==> src/rtl/addsub_result_stage_if.sv <==
// ============================================================================
// Module      : addsub_result_stage_if
// Description : Upstream/downstream handshake bundle for addsub_result_stage.
// Revision    : 1.0 - initial release
// ============================================================================
`default_nettype none

interface addsub_result_stage_if #(
  parameter int WIDTH = 16
);
  logic             in_valid;
  logic             in_ready;
  logic [WIDTH-1:0] in_sum;
  logic             in_cout;
  logic             in_sub;
  logic             in_a_msb;
  logic             in_b_msb;
  logic             out_valid;
  logic             out_ready;
  logic [WIDTH-1:0] out_result;
  logic [3:0]       out_flags;

  // Producer of results and consumer of the buffered head.
  modport master (
    output in_valid, in_sum, in_cout, in_sub, in_a_msb, in_b_msb, out_ready,
    input  in_ready, out_valid, out_result, out_flags
  );

  modport slave (
    input  in_valid, in_sum, in_cout, in_sub, in_a_msb, in_b_msb, out_ready,
    output in_ready, out_valid, out_result, out_flags
  );
endinterface

`default_nettype wire

==> src/rtl/addsub_result_stage.sv <==
// ============================================================================
// Module      : addsub_result_stage
// Description : Adder-subtractor result register: N/Z/C/V flags, 2-entry skid
//               buffer and saturating overflow counter.
//               Optional clamp of overflowed results: ADDSUB_RESULT_SATURATE_EN
// Revision    : 1.0 - initial release
// ============================================================================
`default_nettype none

module addsub_result_stage #(
  parameter int WIDTH = 16,
  parameter int CNT_W = 8
) (
  input  wire logic             clk,
  input  wire logic             rst,
  addsub_result_stage_if.slave  bus,
  input  wire logic             clr_cnt,
  output logic [CNT_W-1:0]      ovf_cnt
);

  localparam logic [CNT_W-1:0] c_cnt_max = {CNT_W{1'b1}};

  logic [1:0]       r_count;
  logic [WIDTH-1:0] r_head_res;
  logic [3:0]       r_head_flags;
  logic [WIDTH-1:0] r_skid_res;
  logic [3:0]       r_skid_flags;
  logic [CNT_W-1:0] r_ovf_cnt;

  logic             w_push;
  logic             w_pop;
  logic             w_raw_msb;
  logic             w_v;
  logic [WIDTH-1:0] w_res;
  logic [3:0]       w_flags;

  assign w_raw_msb = bus.in_sum[WIDTH-1];
  // Subtract inverts b inside the adder, so overflow needs differing signs.
  assign w_v = ((bus.in_a_msb ^ bus.in_b_msb) == bus.in_sub) &&
               (w_raw_msb != bus.in_a_msb);

`ifdef ADDSUB_RESULT_SATURATE_EN
  logic [WIDTH-1:0] w_clamp;
  assign w_clamp = bus.in_a_msb ? {1'b1, {(WIDTH-1){1'b0}}}
                                : {1'b0, {(WIDTH-1){1'b1}}};
  assign w_res   = w_v ? w_clamp : bus.in_sum;
`else
  assign w_res   = bus.in_sum;
`endif

  assign w_flags = {w_res[WIDTH-1], (w_res == '0), bus.in_cout, w_v};

  assign bus.in_ready   = (r_count != 2'd2);
  assign bus.out_valid  = (r_count != 2'd0);
  assign bus.out_result = r_head_res;
  assign bus.out_flags  = r_head_flags;
  assign ovf_cnt        = r_ovf_cnt;

  assign w_push = bus.in_valid & bus.in_ready;
  assign w_pop  = bus.out_valid & bus.out_ready;

  always_ff @(posedge clk) begin
    if (rst) begin
      r_count      <= 2'd0;
      r_head_res   <= '0;
      r_head_flags <= 4'd0;
      r_skid_res   <= '0;
      r_skid_flags <= 4'd0;
    end else if (w_push && w_pop) begin
      // Only reachable with one entry: replace head in place.
      r_head_res   <= w_res;
      r_head_flags <= w_flags;
    end else if (w_push) begin
      if (r_count == 2'd0) begin
        r_head_res   <= w_res;
        r_head_flags <= w_flags;
      end else begin
        r_skid_res   <= w_res;
        r_skid_flags <= w_flags;
      end
      r_count <= r_count + 2'd1;
    end else if (w_pop) begin
      if (r_count == 2'd2) begin
        r_head_res   <= r_skid_res;
        r_head_flags <= r_skid_flags;
      end
      r_count <= r_count - 2'd1;
    end
  end

  always_ff @(posedge clk) begin
    if (rst || clr_cnt) begin
      r_ovf_cnt <= '0;
    end else if (w_push && w_v && (r_ovf_cnt != c_cnt_max)) begin
      r_ovf_cnt <= r_ovf_cnt + 1'b1;
    end
  end

endmodule

`default_nettype wire

==> src/flat_wrapper.sv <==
// flat-port wrapper written by rule: the top's interface ports become plain ports
module addsub_result_stage_flat 
#(
  parameter int WIDTH = 16,
  parameter int CNT_W = 8
)
  (clk, rst, clr_cnt, ovf_cnt, bus_in_valid, bus_in_sum, bus_in_cout, bus_in_sub, bus_in_a_msb, bus_in_b_msb, bus_out_ready, bus_in_ready, bus_out_valid, bus_out_result, bus_out_flags);
  addsub_result_stage_if #(.WIDTH(WIDTH)) bus_i ();
  input  wire logic clk;
  input  wire logic rst;
  input  wire logic clr_cnt;
  output logic [CNT_W-1:0] ovf_cnt;
  input wire logic [$bits(bus_i.in_valid)-1:0] bus_in_valid;
  input wire logic [$bits(bus_i.in_sum)-1:0] bus_in_sum;
  input wire logic [$bits(bus_i.in_cout)-1:0] bus_in_cout;
  input wire logic [$bits(bus_i.in_sub)-1:0] bus_in_sub;
  input wire logic [$bits(bus_i.in_a_msb)-1:0] bus_in_a_msb;
  input wire logic [$bits(bus_i.in_b_msb)-1:0] bus_in_b_msb;
  input wire logic [$bits(bus_i.out_ready)-1:0] bus_out_ready;
  output wire logic [$bits(bus_i.in_ready)-1:0] bus_in_ready;
  output wire logic [$bits(bus_i.out_valid)-1:0] bus_out_valid;
  output wire logic [$bits(bus_i.out_result)-1:0] bus_out_result;
  output wire logic [$bits(bus_i.out_flags)-1:0] bus_out_flags;
  assign bus_i.in_valid = bus_in_valid;
  assign bus_i.in_sum = bus_in_sum;
  assign bus_i.in_cout = bus_in_cout;
  assign bus_i.in_sub = bus_in_sub;
  assign bus_i.in_a_msb = bus_in_a_msb;
  assign bus_i.in_b_msb = bus_in_b_msb;
  assign bus_i.out_ready = bus_out_ready;
  assign bus_in_ready = bus_i.in_ready;
  assign bus_out_valid = bus_i.out_valid;
  assign bus_out_result = bus_i.out_result;
  assign bus_out_flags = bus_i.out_flags;
  addsub_result_stage #(.WIDTH(WIDTH), .CNT_W(CNT_W)) u_core (.clk(clk), .rst(rst), .bus(bus_i), .clr_cnt(clr_cnt), .ovf_cnt(ovf_cnt));
endmodule
==> config.mk <==
export PLATFORM = sky130hd
export DESIGN_NAME = addsub_result_stage_flat
export DESIGN_NICKNAME = d
export VERILOG_FILES = /design/src/rtl/addsub_result_stage_if.sv /design/src/rtl/addsub_result_stage.sv /design/src/flat_wrapper.sv
export SDC_FILE = /design/constraint.sdc
export NUM_CORES = 1
export LEC_CHECK = 0
export CORE_MARGIN = 2
export CORE_UTILIZATION = 48
export DETAILED_ROUTE_END_ITERATION = 16
export PLACE_DENSITY = 0.83
export SYNTH_ARGS = -nofsm -noshare
export SYNTH_HDL_FRONTEND = slang
export SYNTH_SLANG_ARGS = --single-unit
==> constraint.sdc <==
create_clock -name clk -period 2.5 [get_ports clk]
set_clock_uncertainty 0.2 [all_clocks]
set_input_delay 0.5 -clock clk [delete_from_list [all_inputs] [get_ports clk]]
set_output_delay 0.5 -clock clk [all_outputs]
set_load 0.02 [all_outputs]
==> reports/results.txt, run 1 <==
fin cells -> 381
Synth Seq Share -> 44.2%
DRC Markers -> 0
antenna violations before repair -> 0
logic area -> 1110 sq um
Area after DPL -> 2790 sq um
sequential share of cell area -> 33.0%
Power Total -> 2490 uW
WP depth -> 5
die width -> 71.3 microns
Final setup violation count -> 0
post-layout period usage -> 90.3%
total CTS buffers -> 5
most frequent logic cell in the layout -> nand2_1
PostCTS Resize Cnt -> 0
Max-cap violations -> 0
Synth flops -> 48
top cell category -> combinational gates
DR WL met3 -> 334 microns
area of the mapped netlist -> 2180 sq um
top logic cells by instance count in the layout -> nand2_1 (79), clkdlybuf4s50_1 (54), dfxtp_1 (48), nor2_1 (26), a21oi_1 (21)
Synth Area in Compound Gates -> 18.1%
core area -> 4350 sq um
Hold Path Class -> reg -> reg
Top pwr grp -> sequential cells
setup slack, reg-to-reg -> 0.43 ns
peak supply drop -> 0.813 mV
Commonest flop -> dfxtp_1
ys async rst share -> 0%
top cells, area -> dfxtp_1 (44%), nand2_1 (14%), a311oi_1 (7.6%)
Clock-cell share -> 4.17%
Setup TNS -> 0 ns
simple share -> 27.8%
post-route cell area -> 2910 sq um
critical path's top delay family -> simple AND/OR/NAND/NOR gates
clock sinks -> 48
switch share -> 34.2%
Clock group -> 590 uW
leading area contributor after synthesis -> dfxtp_1
multi-input combinational area share -> 38.2%
Net Count, Synth -> 300
Worst EP arrival -> 2.29 ns
met3 GRT Util -> 4.92%
GRT met2 Usage -> 31.7%
Longest Clk Path Bufs -> 2
Worst Path Buf+Inv -> 1
outcome -> complete, no violations
critical path required time -> 2.53 ns
Most Crowded Layer GR -> met2
met1 wire length -> 2390 microns
cells in synth_stat.txt -> 273
Worst Setup End Kind -> register
Distinct lib cells used -> 41
CP max-delay cell -> or4_1
CP Class -> in -> reg
post-place setup slack -> -0.0733 ns
hold_sp -> u_core.r_skid_flags[1]
post-CTS setup buffer count -> 0
NonClk Buf Share -> 21.9%
logic gate share of total power -> 37.5%
vias per inst -> 5.53
uppermost routed layer -> met4
worst r2r src -> u_core.r_count[1]
DR pass1 iterations -> 4
Comb. pwr -> 935 uW
top comb family, area -> simple AND/OR/NAND/NOR gates
RSZ-0062 raised after global routing -> no
Non-clk bufs -> 67
Clk pin slew, worst setup/hold paths -> 0.08 ns
multiplexer share of the synthesized area -> 3.28%
post-synth top area share -> 44.2%
Final Critical Period -> 2.26 ns
Pleak -> 0.00103 uW
Comb gates -> 203
routing usage on met1 -> 31.3%
hold path depth -> 2
Vert. Die Dim -> 71.3 microns
CP max stage delay -> 0.48 ns
fill count -> 364
final hold viol count -> 0
1st-iter DRT viols -> 167
clock root buffer -> clkbuf_8
Placed Cells -> 373
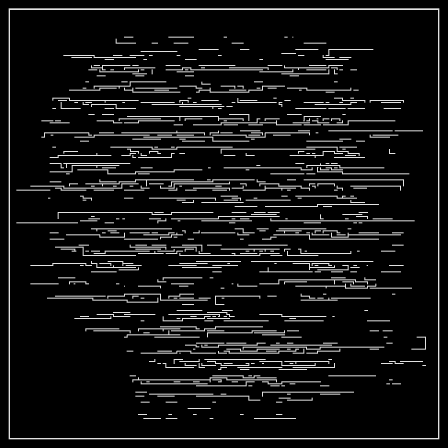
run_1/m1.png
wire length on this layer: 2390 microns
main direction: horizontal
longest straight run: 23.9 microns

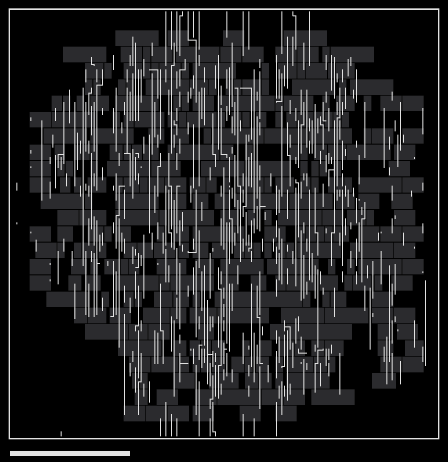
run_1/m2.png
Scale bar: 20 microns.
nets with wire on the layer: 295
main direction: vertical
wire length on this layer: 2270 microns
share of all routed wire: 45%
final WL: 5060 microns
via count: 2107

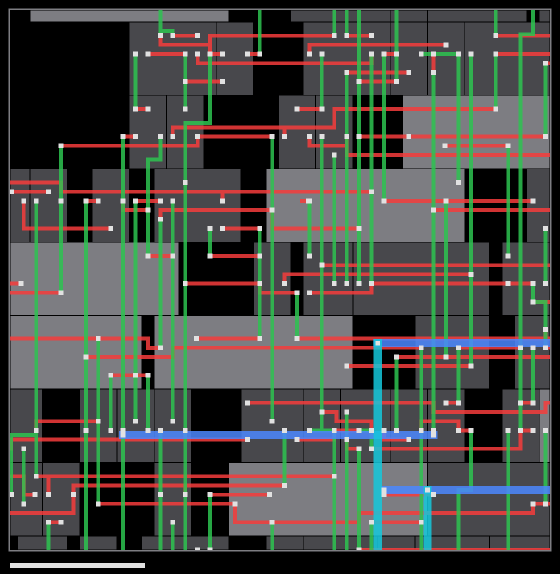
run_1/closeup.png
Scale bar: 5 microns. Region (8, 43) to (28, 63) microns. Cells in gray, sequential cells in the stronger gray; small squares are vias.
[red] M1
[green] M2
[blue] M3
[cyan] M4
netlist names of flops here include: u_core.r_skid_res (4), u_core.bus.out_result (2)
cells with their middle in the window: 39
sequential cells in the window: 6
most frequent: nand2_1 (19), dfxtp_1 (6), a21oi_1 (4)

==> run 1 -> run 2 <==
RECOVER_POWER = 100   (was not set)
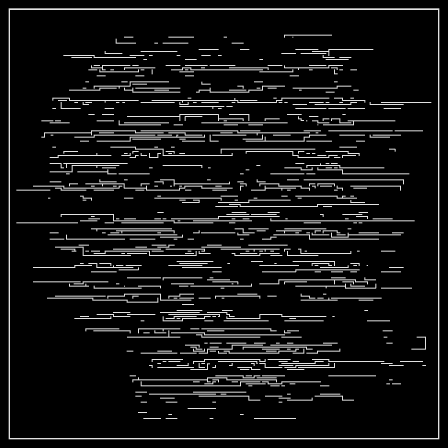
run_2/m1.png
wire length on this layer: 2410 microns
longest straight run: 23.9 microns

==> run 2 against run 1 <==
Compared with the run above:
- setup slack got worse by 0.10 ns
- via count rose by 0.62%
- clock power rose by 0.7%
- count of clock-buffer cells in the layout did not move
- critical path type is now reg -> out
- critical endpoint is now bus_out_valid
==> reports/results.txt, run 2 <==
NonClk Buf Share -> 21.6%
Placed Cells -> 373
setup slack, reg-to-reg -> 0.35 ns
core area -> 4350 sq um
top comb family, area -> simple AND/OR/NAND/NOR gates
Max-cap violations -> 0
post-layout period usage -> 94.4%
DR pass1 iterations -> 4
critical path's top delay family -> buffers and inverters
final WL -> 5060 microns
Worst-Skew Late Latency -> 0.30 ns
peak supply drop -> 0.782 mV
crit path capture -> bus_out_valid
sequential share of cell area -> 33.4%
post-synth top area share -> 44.2%
outcome -> complete, no violations
Post-Syn Instances -> 273
Vert. Die Dim -> 71.3 microns
met2 wire len -> 2250 microns
top cell category -> combinational gates
Comb. pwr -> 879 uW
Most Crowded Layer GR -> met2
Clock group -> 594 uW
Setup TNS -> 0 ns
hold_sp -> u_core.r_skid_flags[1]
post-place setup slack -> -0.0733 ns
leading area contributor after synthesis -> dfxtp_1
multiplexer share of the synthesized area -> 3.28%
sequential power -> 963 uW
Synth Area in Compound Gates -> 18.1%
WP depth -> 2
Log Warnings -> 26
clock sinks -> 48
Pleak -> 0.00109 uW
Worst EP arrival -> 1.66 ns
Power Total -> 2440 uW
cells in synth_stat.txt -> 273
Clk pin slew, worst setup/hold paths -> 0.09 ns
logic area -> 1100 sq um
top logic cells by instance count in the layout -> nand2_1 (79), dfxtp_1 (48), dlygate4sd3_1 (32), nor2_1 (26), clkdlybuf4s50_1 (22)
DRC Markers -> 0
antenna violations before repair -> 0
post-CTS setup buffer count -> 0
Worst Path Buf+Inv -> 1
Synth Seq Share -> 44.2%
CP Class -> reg -> out
PostCTS Resize Cnt -> 0
Hold WS -> 0.257 ns
Hold Path Class -> reg -> reg
Final setup violation count -> 0
Commonest flop -> dfxtp_1
Net Count, Synth -> 300
hold path depth -> 2
largest net degree at the start of global routing -> 38
Top pwr grp -> sequential cells
Non-clk bufs -> 67
post-route cell area -> 2880 sq um
Synth flops -> 48
CP max stage delay -> 0.65 ns
switch share -> 34.9%
total CTS buffers -> 5
via count -> 2120
RSZ-0062 raised after global routing -> no
die width -> 71.3 microns
vias per inst -> 5.56
uppermost routed layer -> met4
worst r2r src -> u_core.r_count[1]
logic gate share of total power -> 36.1%
top cells, area -> dfxtp_1 (44%), nand2_1 (14%), a311oi_1 (7.6%)
Comb gates -> 203
chip area line of the yosys report -> 2180 sq um
met3 GRT Util -> 4.92%
routing usage on met1 -> 31.3%
fill count -> 373
DR WL met3 -> 317 microns
1st-iter DRT viols -> 165
GRT met2 Usage -> 31.7%
CP max-delay cell -> dlygate4sd3_1
simple share -> 27.8%
critical path required time -> 1.80 ns
Distinct lib cells used -> 41
final hold viol count -> 0
fin cells -> 381
most frequent logic cell in the layout -> nand2_1
area of the mapped netlist -> 2180 sq um
Longest Clk Path Bufs -> 2
met1 wire length -> 2410 microns
multi-input combinational area share -> 38.2%
==> run 2 -> run 3 <==
CTS_CLUSTER_SIZE = 30   (was not set)
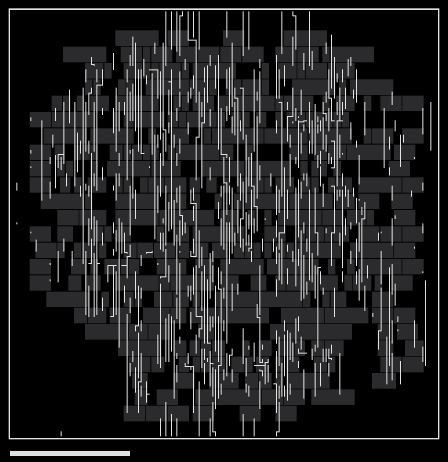
run_3/m2.png
Scale bar: 20 microns.
main direction: vertical
wire length on this layer: 2250 microns
share of all routed wire: 45%
nets with wire on the layer: 294
longest straight run: 29.2 microns

==> run 3 against run 2 <==
Compared with the run above:
- synthesized cell count did not move
- synthesized area is the same
- final area stayed put
- utilization is the same
- sequential power barely moved
- via count did not move
- highest routed layer unchanged
- first-iteration DRC count unchanged
- power unchanged
- non-clock buffer count did not move
- cell count did not move
==> reports/results.txt, run 3 <==
outcome -> complete, no violations
hold path depth -> 2
Synth flops -> 48
top cells, area -> dfxtp_1 (44%), nand2_1 (14%), a311oi_1 (7.6%)
Worst Setup End Kind -> output port
Vert. Die Dim -> 71.3 microns
Most Crowded Layer GR -> met2
clock sinks -> 48
Floorplan Utilization -> 50.0%
Top pwr grp -> sequential cells
largest net degree at the start of global routing -> 38
EDFF count, synth -> 0
DRC Markers -> 0
Setup TNS -> 0 ns
multiplexer share of the synthesized area -> 3.28%
multi-input combinational area share -> 38.2%
critical path's top delay family -> buffers and inverters
WP depth -> 2
most frequent logic cell in the layout -> nand2_1
Clock-cell share -> 4.22%
final WL -> 5060 microns
Commonest flop -> dfxtp_1
Clk pin slew, worst setup/hold paths -> 0.09 ns
Net Count, Synth -> 300
post-place setup slack -> -0.0733 ns
number of global-route vias before repair -> 1887
top cells by count -> nand2_1 (79), dfxtp_1 (48), nor2_1 (26)
met1 wire length -> 2410 microns
Log Warnings -> 26
Final Critical Period -> 2.36 ns
final hold viol count -> 0
Pint -> 1590 uW
RSZ-0062 raised after global routing -> no
cells in synth_stat.txt -> 273
top cell category -> combinational gates
sequential power -> 963 uW
Comb gates -> 203
setup slack, reg-to-reg -> 0.35 ns
NonClk Buf Share -> 21.6%
Slew HR -> 62.4%
vias per inst -> 5.56
Hold WS -> 0.257 ns
worst r2r src -> u_core.r_count[1]
critical path required time -> 1.80 ns
logic gate share of total power -> 36.1%
uppermost routed layer -> met4
Comb. pwr -> 879 uW
post-synth top area share -> 44.2%
GRT met2 Usage -> 31.7%
Longest Clk Path Bufs -> 2
die width -> 71.3 microns
post-CTS setup buffer count -> 0
fin cells -> 381
met2 wire len -> 2250 microns
post-route cell area -> 2880 sq um
via count -> 2120
Synth Area in Compound Gates -> 18.1%
Worst EP arrival -> 1.66 ns
routing usage on met1 -> 31.3%
met3 GRT Util -> 4.92%
Synth Seq Share -> 44.2%
crit path capture -> bus_out_valid
peak supply drop -> 0.782 mV
Worst-Skew Late Latency -> 0.30 ns
1st-iter DRT viols -> 165
fill count -> 373
Worst Path Buf+Inv -> 1
Area after DPL -> 2790 sq um
Max-cap violations -> 0
simple share -> 27.8%
ys async rst share -> 0%
total CTS buffers -> 5
switch share -> 34.9%
Placed Cells -> 373
DR WL met3 -> 317 microns
Signal inverters -> 3
post-layout period usage -> 94.4%
Distinct lib cells used -> 41
Final setup violation count -> 0
CP max stage delay -> 0.65 ns
Pleak -> 0.00109 uW
Hold Path Class -> reg -> reg
core area -> 4350 sq um
CP Class -> reg -> out
chip area line of the yosys report -> 2180 sq um
Power Total -> 2440 uW
clock root buffer -> clkbuf_8
area of the mapped netlist -> 2180 sq um
logic area -> 1100 sq um
leading area contributor after synthesis -> dfxtp_1
top logic cells by instance count in the layout -> nand2_1 (79), dfxtp_1 (48), dlygate4sd3_1 (32), nor2_1 (26), clkdlybuf4s50_1 (22)
hold_sp -> u_core.r_skid_flags[1]
CP max-delay cell -> dlygate4sd3_1
Power figures rest on the tool's default switching activity, not on a simulated workload.
